===== src/rtl/ram_arbiter_if.sv =====
// ram_arbiter_if: requester, read-return and RAM-side signals shared by the two-port RAM arbiter.
interface ram_arbiter_if #(
    parameter int ADDR_W = 12,
    parameter int DATA_W = 32
);
    localparam int BE_W = DATA_W / 8;
    logic              p0_req,    p1_req;
    logic [ADDR_W-1:0] p0_addr,   p1_addr;
    logic [DATA_W-1:0] p0_wdata,  p1_wdata;
    logic [BE_W-1:0]   p0_wren,   p1_wren;
    logic              p0_lock,   p1_lock;
    logic              p0_gnt,    p1_gnt;
    logic              p0_rvalid, p1_rvalid;
    logic [DATA_W-1:0] p0_rdata,  p1_rdata;
    logic [ADDR_W-1:0] ram_addr;
    logic [DATA_W-1:0] ram_wdata;
    logic [BE_W-1:0]   ram_wren;
    logic              ram_cs;
    logic [DATA_W-1:0] ram_rdata;
    logic              lock_err;
    modport master (
        output p0_req, p1_req, p0_addr, p1_addr, p0_wdata, p1_wdata,
               p0_wren, p1_wren, p0_lock, p1_lock, ram_rdata,
        input  p0_gnt, p1_gnt, p0_rvalid, p1_rvalid, p0_rdata, p1_rdata,
               ram_addr, ram_wdata, ram_wren, ram_cs, lock_err
    );
    modport slave (
        input  p0_req, p1_req, p0_addr, p1_addr, p0_wdata, p1_wdata,
               p0_wren, p1_wren, p0_lock, p1_lock, ram_rdata,
        output p0_gnt, p1_gnt, p0_rvalid, p1_rvalid, p0_rdata, p1_rdata,
               ram_addr, ram_wdata, ram_wren, ram_cs, lock_err
    );
endinterface


===== src/rtl/ram_arbiter.sv =====
// ram_arbiter: two-port fair arbiter with bounded locking in front of a single-port RAM.
module ram_arbiter #(
    parameter int ADDR_W   = 12,
    parameter int DATA_W   = 32,
    parameter int LOCK_MAX = 16
) (
    input  logic          i_clk,
    input  logic          i_rst,
    ram_arbiter_if.slave  bus
);
    localparam int CNT_W = $clog2(LOCK_MAX + 1);
    typedef enum logic [1:0] {IDLE, OWN0, OWN1} state_t;
    state_t           r_state, w_next;
    logic             r_last, w_last_next;
    logic [CNT_W-1:0] r_cnt;
    logic [1:0]       r_rvalid;
    logic [1:0]       w_req, w_lock, w_gnt, w_rd;
    logic             w_force;
    assign w_req  = {bus.p1_req, bus.p0_req};
    assign w_lock = {bus.p1_lock, bus.p0_lock};
    assign w_rd   = {bus.p1_wren == '0, bus.p0_wren == '0};
    always_comb begin
        w_gnt       = 2'b00;
        w_next      = r_state;
        w_last_next = r_last;
        w_force     = 1'b0;
        case (r_state)
            IDLE: begin
                w_gnt  = (&w_req) ? (r_last ? 2'b01 : 2'b10) : w_req;
                w_next = (w_gnt[0] && w_lock[0]) ? OWN0 : (w_gnt[1] && w_lock[1]) ? OWN1 : IDLE;
            end
            OWN0: begin
                w_gnt   = {1'b0, w_req[0]};
                w_force = r_cnt == CNT_W'(LOCK_MAX);
                w_next  = (w_force || !w_lock[0]) ? IDLE : OWN0;
            end
            OWN1: begin
                w_gnt   = {w_req[1], 1'b0};
                w_force = r_cnt == CNT_W'(LOCK_MAX);
                w_next  = (w_force || !w_lock[1]) ? IDLE : OWN1;
            end
            default: w_next = IDLE;
        endcase
        // Requests are ignored while reset is held so the RAM sees nothing.
        if (i_rst) w_gnt = 2'b00;
        w_last_next = w_gnt[0] ? 1'b0 : w_gnt[1] ? 1'b1 : w_last_next;
        // A forced release hands the next contention to the other port.
        if (w_force) w_last_next = r_state == OWN1;
    end
    always_ff @(posedge i_clk or posedge i_rst) begin
        if (i_rst) begin
            r_state  <= IDLE;
            r_last   <= 1'b1;
            r_cnt    <= '0;
            r_rvalid <= 2'b00;
        end else begin
            r_state  <= w_next;
            r_last   <= w_last_next;
            r_cnt    <= (r_state == IDLE) ? '0 : (r_cnt == CNT_W'(LOCK_MAX)) ? r_cnt : r_cnt + 1'b1;
            r_rvalid <= w_gnt & w_rd;
        end
    end
    assign bus.p0_gnt    = w_gnt[0];
    assign bus.p1_gnt    = w_gnt[1];
    assign bus.ram_cs    = |w_gnt;
    assign bus.ram_addr  = w_gnt[0] ? bus.p0_addr  : w_gnt[1] ? bus.p1_addr  : '0;
    assign bus.ram_wdata = w_gnt[0] ? bus.p0_wdata : w_gnt[1] ? bus.p1_wdata : '0;
    assign bus.ram_wren  = w_gnt[0] ? bus.p0_wren  : w_gnt[1] ? bus.p1_wren  : '0;
    assign bus.lock_err  = w_force;
    assign bus.p0_rvalid = r_rvalid[0];
    assign bus.p1_rvalid = r_rvalid[1];
    assign bus.p0_rdata  = r_rvalid[0] ? bus.ram_rdata : '0;
    assign bus.p1_rdata  = r_rvalid[1] ? bus.ram_rdata : '0;
endmodule


===== src/flat_wrapper.sv =====
// flat-port wrapper written by rule: the top's interface ports become plain ports
module ram_arbiter_flat 
#(
    parameter int ADDR_W   = 12,
    parameter int DATA_W   = 32,
    parameter int LOCK_MAX = 16
)
  (i_clk, i_rst, bus_p0_req, bus_p1_req, bus_p0_addr, bus_p1_addr, bus_p0_wdata, bus_p1_wdata, bus_p0_wren, bus_p1_wren, bus_p0_lock, bus_p1_lock, bus_ram_rdata, bus_p0_gnt, bus_p1_gnt, bus_p0_rvalid, bus_p1_rvalid, bus_p0_rdata, bus_p1_rdata, bus_ram_addr, bus_ram_wdata, bus_ram_wren, bus_ram_cs, bus_lock_err);
  ram_arbiter_if #(.ADDR_W(ADDR_W), .DATA_W(DATA_W)) bus_i ();
  input  logic i_clk;
  input  logic i_rst;
  input wire logic [$bits(bus_i.p0_req)-1:0] bus_p0_req;
  input wire logic [$bits(bus_i.p1_req)-1:0] bus_p1_req;
  input wire logic [$bits(bus_i.p0_addr)-1:0] bus_p0_addr;
  input wire logic [$bits(bus_i.p1_addr)-1:0] bus_p1_addr;
  input wire logic [$bits(bus_i.p0_wdata)-1:0] bus_p0_wdata;
  input wire logic [$bits(bus_i.p1_wdata)-1:0] bus_p1_wdata;
  input wire logic [$bits(bus_i.p0_wren)-1:0] bus_p0_wren;
  input wire logic [$bits(bus_i.p1_wren)-1:0] bus_p1_wren;
  input wire logic [$bits(bus_i.p0_lock)-1:0] bus_p0_lock;
  input wire logic [$bits(bus_i.p1_lock)-1:0] bus_p1_lock;
  input wire logic [$bits(bus_i.ram_rdata)-1:0] bus_ram_rdata;
  output wire logic [$bits(bus_i.p0_gnt)-1:0] bus_p0_gnt;
  output wire logic [$bits(bus_i.p1_gnt)-1:0] bus_p1_gnt;
  output wire logic [$bits(bus_i.p0_rvalid)-1:0] bus_p0_rvalid;
  output wire logic [$bits(bus_i.p1_rvalid)-1:0] bus_p1_rvalid;
  output wire logic [$bits(bus_i.p0_rdata)-1:0] bus_p0_rdata;
  output wire logic [$bits(bus_i.p1_rdata)-1:0] bus_p1_rdata;
  output wire logic [$bits(bus_i.ram_addr)-1:0] bus_ram_addr;
  output wire logic [$bits(bus_i.ram_wdata)-1:0] bus_ram_wdata;
  output wire logic [$bits(bus_i.ram_wren)-1:0] bus_ram_wren;
  output wire logic [$bits(bus_i.ram_cs)-1:0] bus_ram_cs;
  output wire logic [$bits(bus_i.lock_err)-1:0] bus_lock_err;
  assign bus_i.p0_req = bus_p0_req;
  assign bus_i.p1_req = bus_p1_req;
  assign bus_i.p0_addr = bus_p0_addr;
  assign bus_i.p1_addr = bus_p1_addr;
  assign bus_i.p0_wdata = bus_p0_wdata;
  assign bus_i.p1_wdata = bus_p1_wdata;
  assign bus_i.p0_wren = bus_p0_wren;
  assign bus_i.p1_wren = bus_p1_wren;
  assign bus_i.p0_lock = bus_p0_lock;
  assign bus_i.p1_lock = bus_p1_lock;
  assign bus_i.ram_rdata = bus_ram_rdata;
  assign bus_p0_gnt = bus_i.p0_gnt;
  assign bus_p1_gnt = bus_i.p1_gnt;
  assign bus_p0_rvalid = bus_i.p0_rvalid;
  assign bus_p1_rvalid = bus_i.p1_rvalid;
  assign bus_p0_rdata = bus_i.p0_rdata;
  assign bus_p1_rdata = bus_i.p1_rdata;
  assign bus_ram_addr = bus_i.ram_addr;
  assign bus_ram_wdata = bus_i.ram_wdata;
  assign bus_ram_wren = bus_i.ram_wren;
  assign bus_ram_cs = bus_i.ram_cs;
  assign bus_lock_err = bus_i.lock_err;
  ram_arbiter #(.ADDR_W(ADDR_W), .DATA_W(DATA_W), .LOCK_MAX(LOCK_MAX)) u_core (.i_clk(i_clk), .i_rst(i_rst), .bus(bus_i));
endmodule

===== config.mk =====
export PLATFORM = sky130hd
export DESIGN_NAME = ram_arbiter_flat
export DESIGN_NICKNAME = d
export VERILOG_FILES = /design/src/rtl/ram_arbiter_if.sv /design/src/rtl/ram_arbiter.sv /design/src/flat_wrapper.sv
export SDC_FILE = /design/constraint.sdc
export NUM_CORES = 1
export LEC_CHECK = 0
export ABC_CLOCK_PERIOD_IN_PS = 3700
export CAP_MARGIN = 20
export CORE_AREA = 5 5 94 96
export CTS_CLUSTER_DIAMETER = 100
export DETAILED_ROUTE_END_ITERATION = 7
export DIE_AREA = 0 0 99 101
export PLACE_DENSITY_LB_ADDON = 0.15
export REMOVE_ABC_BUFFERS = 1
export SLEW_MARGIN = 20
export SYNTH_ARGS = -nofsm -noshare
export SYNTH_HDL_FRONTEND = slang
export SYNTH_SLANG_ARGS = --single-unit

===== constraint.sdc =====
create_clock -name i_clk -period 3.7 [get_ports i_clk]
set_input_delay 0.74 -clock i_clk [delete_from_list [all_inputs] [get_ports i_clk]]
set_output_delay 0.74 -clock i_clk [all_outputs]
set_load 0.01 [all_outputs]

==> images/pdn.png <==
Scale bar: 20 um. Pins as bars on the die edge.
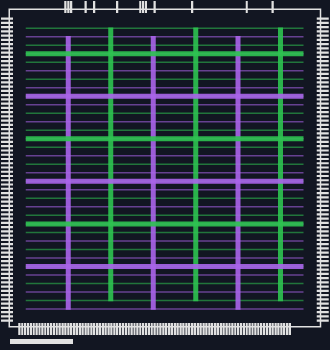
Green stands for VDD. Purple stands for VSS.
The core has 33 rows. 252 signal pins sit on the boundary.
core footprint: 0.00797 mm2
Die Span X: 99 um

==> images/cell_classes.png <==
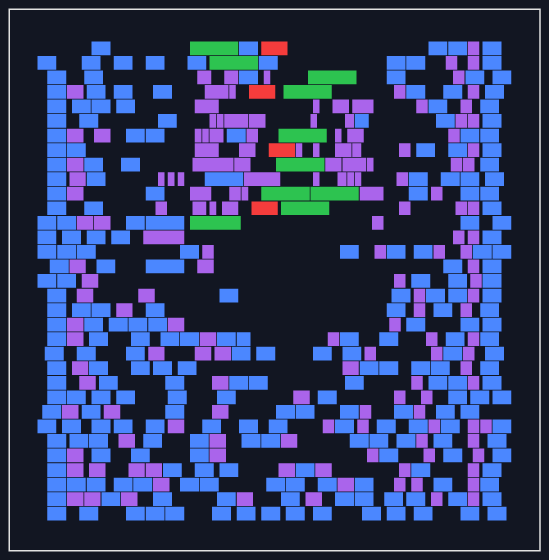
Blue stands for other buffers and delay cells, cells 256. Green stands for flip-flops, cells 10. Purple stands for all other logic, cells 162. Red stands for clock drivers and dummy loads, cells 4.

==> images/clock_map.png <==
Scale bar: 20 um.
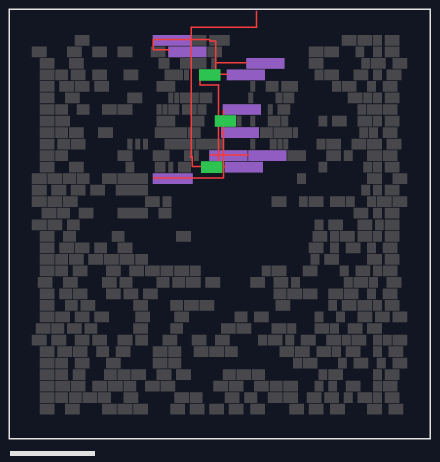
Green stands for cells driving clock nets, count 3. Red stands for clock wires, length 165 um. Purple stands for flip-flops, count 10.
Position of the flops: top middle. There are 4 routed clock nets.
clk pwr: 0.133 mW
clock group share of total power: 13.6%
clock skew: 1.77 ps
clk_lat worst skew: 230 ps

==> images/metal_stack.png <==
Scale bar: 20 um.
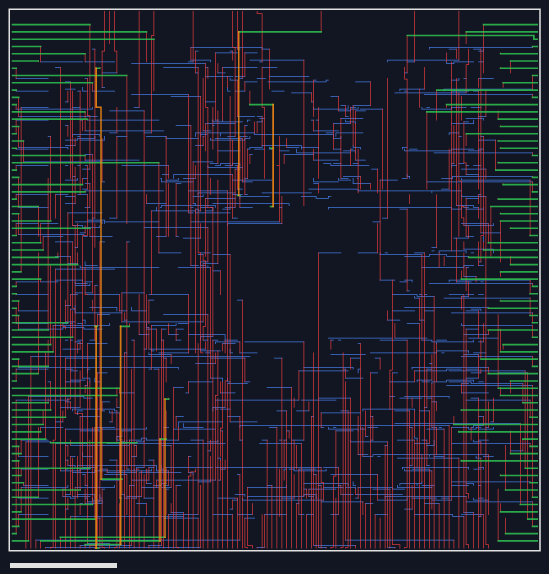
Orange stands for met4, wire length 255 um. Red stands for met2, wire length 5450 um. Blue stands for met1, wire length 3170 um. Green stands for met3, wire length 1100 um.
Vias: 2361
final wirelength: 9.97 mm

==> images/final_clocks.png <==
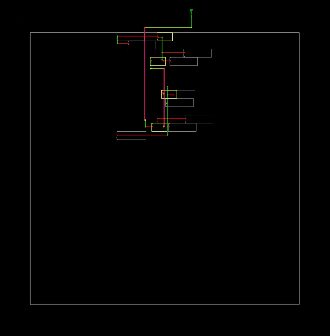
flop count: 10
CTS Buf Count: 3

-- worst paths after layout --
| check | slack, ps | depth (start not counted) | endpoint | from |
|---|---|---|---|---|
| worst max-delay path | 170 | 7 | bus_ram_addr[7] | bus_p0_req |
| worst min-delay path | 550 | 2 | u_core.r_cnt[4] | u_core.r_cnt[4] |
| worst max register to register | 2090 | 7 | u_core.r_last | u_core.r_state[0] |
| worst min register to register | 550 | 2 | u_core.r_cnt[4] | u_core.r_cnt[4] |
| max in group asynchronous | 2570 | 2 | u_core.r_last | i_rst |
| min in group asynchronous | 820 | 2 | u_core.r_cnt[3] | i_rst |
-- worst min-delay path: stages (launching register included) --
cell and delay [ps]:
dfrtp_1 350, xor2_1 70, nor2_1 80
-- cells by family after synthesis --
kind of cell / share of synthesized area (%)
AND-OR/OR-AND: 32.4
flip-flops: 15.6
adder cells (fa/ha/maj): 4.67
XOR/XNOR: 2.18
buffers and inverters: 12.0
AND/OR/NAND/NOR: 33.2
-- through the flow --
step | cells | area [um2]
final | 537 | 4220
after global routing | 537 | 4220
after CTS | 537 | 4220
after detailed placement | 533 | 4170
after global placement | 533 | 4170
after floorplan | 172 | 1440
-- registers in the layout, indices dropped and copies added, names as in the netlist --
name,count
u_core.r_cnt,5
u_core.r_last,1
u_core.r_rvalid,2
u_core.r_state,2
-- where the power goes --
group | internal (mW) | leakage (nW) | switching [mW]
sequential | 0.133 | 0.133 | 0.0240
clock | 0.0933 | 0.0288 | 0.0400
combinational | 0.419 | 1.48 | 0.270
-- area by class of cell --
| type | instances | area [um2] | area share, % |
|---|---|---|---|
| inverters | 7 | 26.3 | 0.623 |
| clock buffers | 4 | 55.1 | 1.30 |
| multi-input cells | 155 | 1170 | 27.7 |
| repair buffers | 256 | 2590 | 61.3 |
| flip-flops and latches | 10 | 251 | 5.96 |
| well taps | 105 | 131 | 3.11 |
-- layer usage --
layer | track usage [%] | up-vias
li1 | - | 1162
met1 | 17.4 | 1023
met2 | 39.0 | 161
met3 | 6.64 | 15
met4 | 5.46 | 0
met5 | 0 | -
-- cell usage after synthesis (all sizes together) --
master | number | share of area [%]
or4 | 1 | 0.47
dfrtp | 9 | 14
clkbuf | 7 | 1.6
nor2 | 12 | 3.0
inv | 7 | 1.6
and3 | 1 | 0.39
nor3b | 2 | 0.93
nand2b | 2 | 0.78
ha | 6 | 4.7
xnor2 | 1 | 0.54
a21boi | 1 | 1.2
a22oi | 1 | 0.47
nand2 | 2 | 0.47
o31ai | 1 | 1.3
dfstp | 1 | 1.6
a32oi | 1 | 0.54
and2 | 65 | 25
xor2 | 3 | 1.6
o211ai | 1 | 1.3
buf | 12 | 8.7
o21ai | 1 | 0.54
a22o | 48 | 26
nor4 | 1 | 0.39
nand3 | 2 | 0.62
a21oi | 2 | 0.86
nand4bb | 1 | 0.70
==> run notes <==
flow finished, numbers: status completed, largest net degree at the start of global routing 49, Hold WC Path Type flop to flop, CP max FO 19, root buffer cell clkbuf_8, CTS tree yes, Yosys reg bits 10, Tot Pwr 0.979 mW, Largest stage delay, worst path 570 ps, Nets 573, Critical Path Start Type input port, Max Transition Viols Final 0, Avg Cell Area, Syn 8.42 um2, dpl ws 169 ps, Layout Utilization 53.0%, Mapped Area 0.00161 mm2, n_diodes 0, TNS Setup 0 ps, final RePlAce weighted congestion 0.897, initial antenna violation count 0, share of cells above drive strength 1 3.94%, Worst-Margin Slew 762 ps, Worst path most repeated cell clkdlybuf4s50_1, # fillers 745, WP data arrival 2790 ps, I/O pin count 252, Final Setup Violations 0, Die Footprint 0.0100 mm2, VDD IR-drop max 126 uV, unrepaired setup endpoints after global routing no, Hold Buf Count CTS 0, TritonCTS Sinks 10, Warnings, synthesis 0, dpl hpwl 9.08 mm, CP Cell Sequence clkdlybuf4s50_1, o21ai_2, a21oi_2, and2_4, buf_12, a22o_1, clkdlybuf4s50_1, Hold Vio Cnt, Final 0, Max Fclk 0.284 GHz, post-DR wirelength/cell 18.6 um, fin crit share 95.3%, minimum clock period 3530 ps, routed length on met3 1.10 mm, Top cells excl fill/tap clkdlybuf4s50_1, and2_1, a22o_1, Worst EP required 2960 ps, antenna-violating nets left 0, # Max-Cap Violations 0, IO Port Bufs 251, WL met1 3.17 mm, WHS 547 ps, Pleak 1.65 nW, dominant logic cell type in the layout clkdlybuf4s50_1, Unique cell types 31, Total Routing Usage GR 19.1%, # rows 33, pwr dens 232 mW/mm2, met2 routed WL 5.45 mm, global-route wire length before repair 14.6 mm, Detailed Routing Iterations Pass 1 4, critical path type input port to primary output, Highest Signal Layer met4, Top Family by Delay on Critical Path buffers and inverters, GR Overflow Total 0, Max Buffers Root-to-Sink 2, Tool Warnings 29
Power figures rest on the tool's default switching activity, not on a simulated workload.
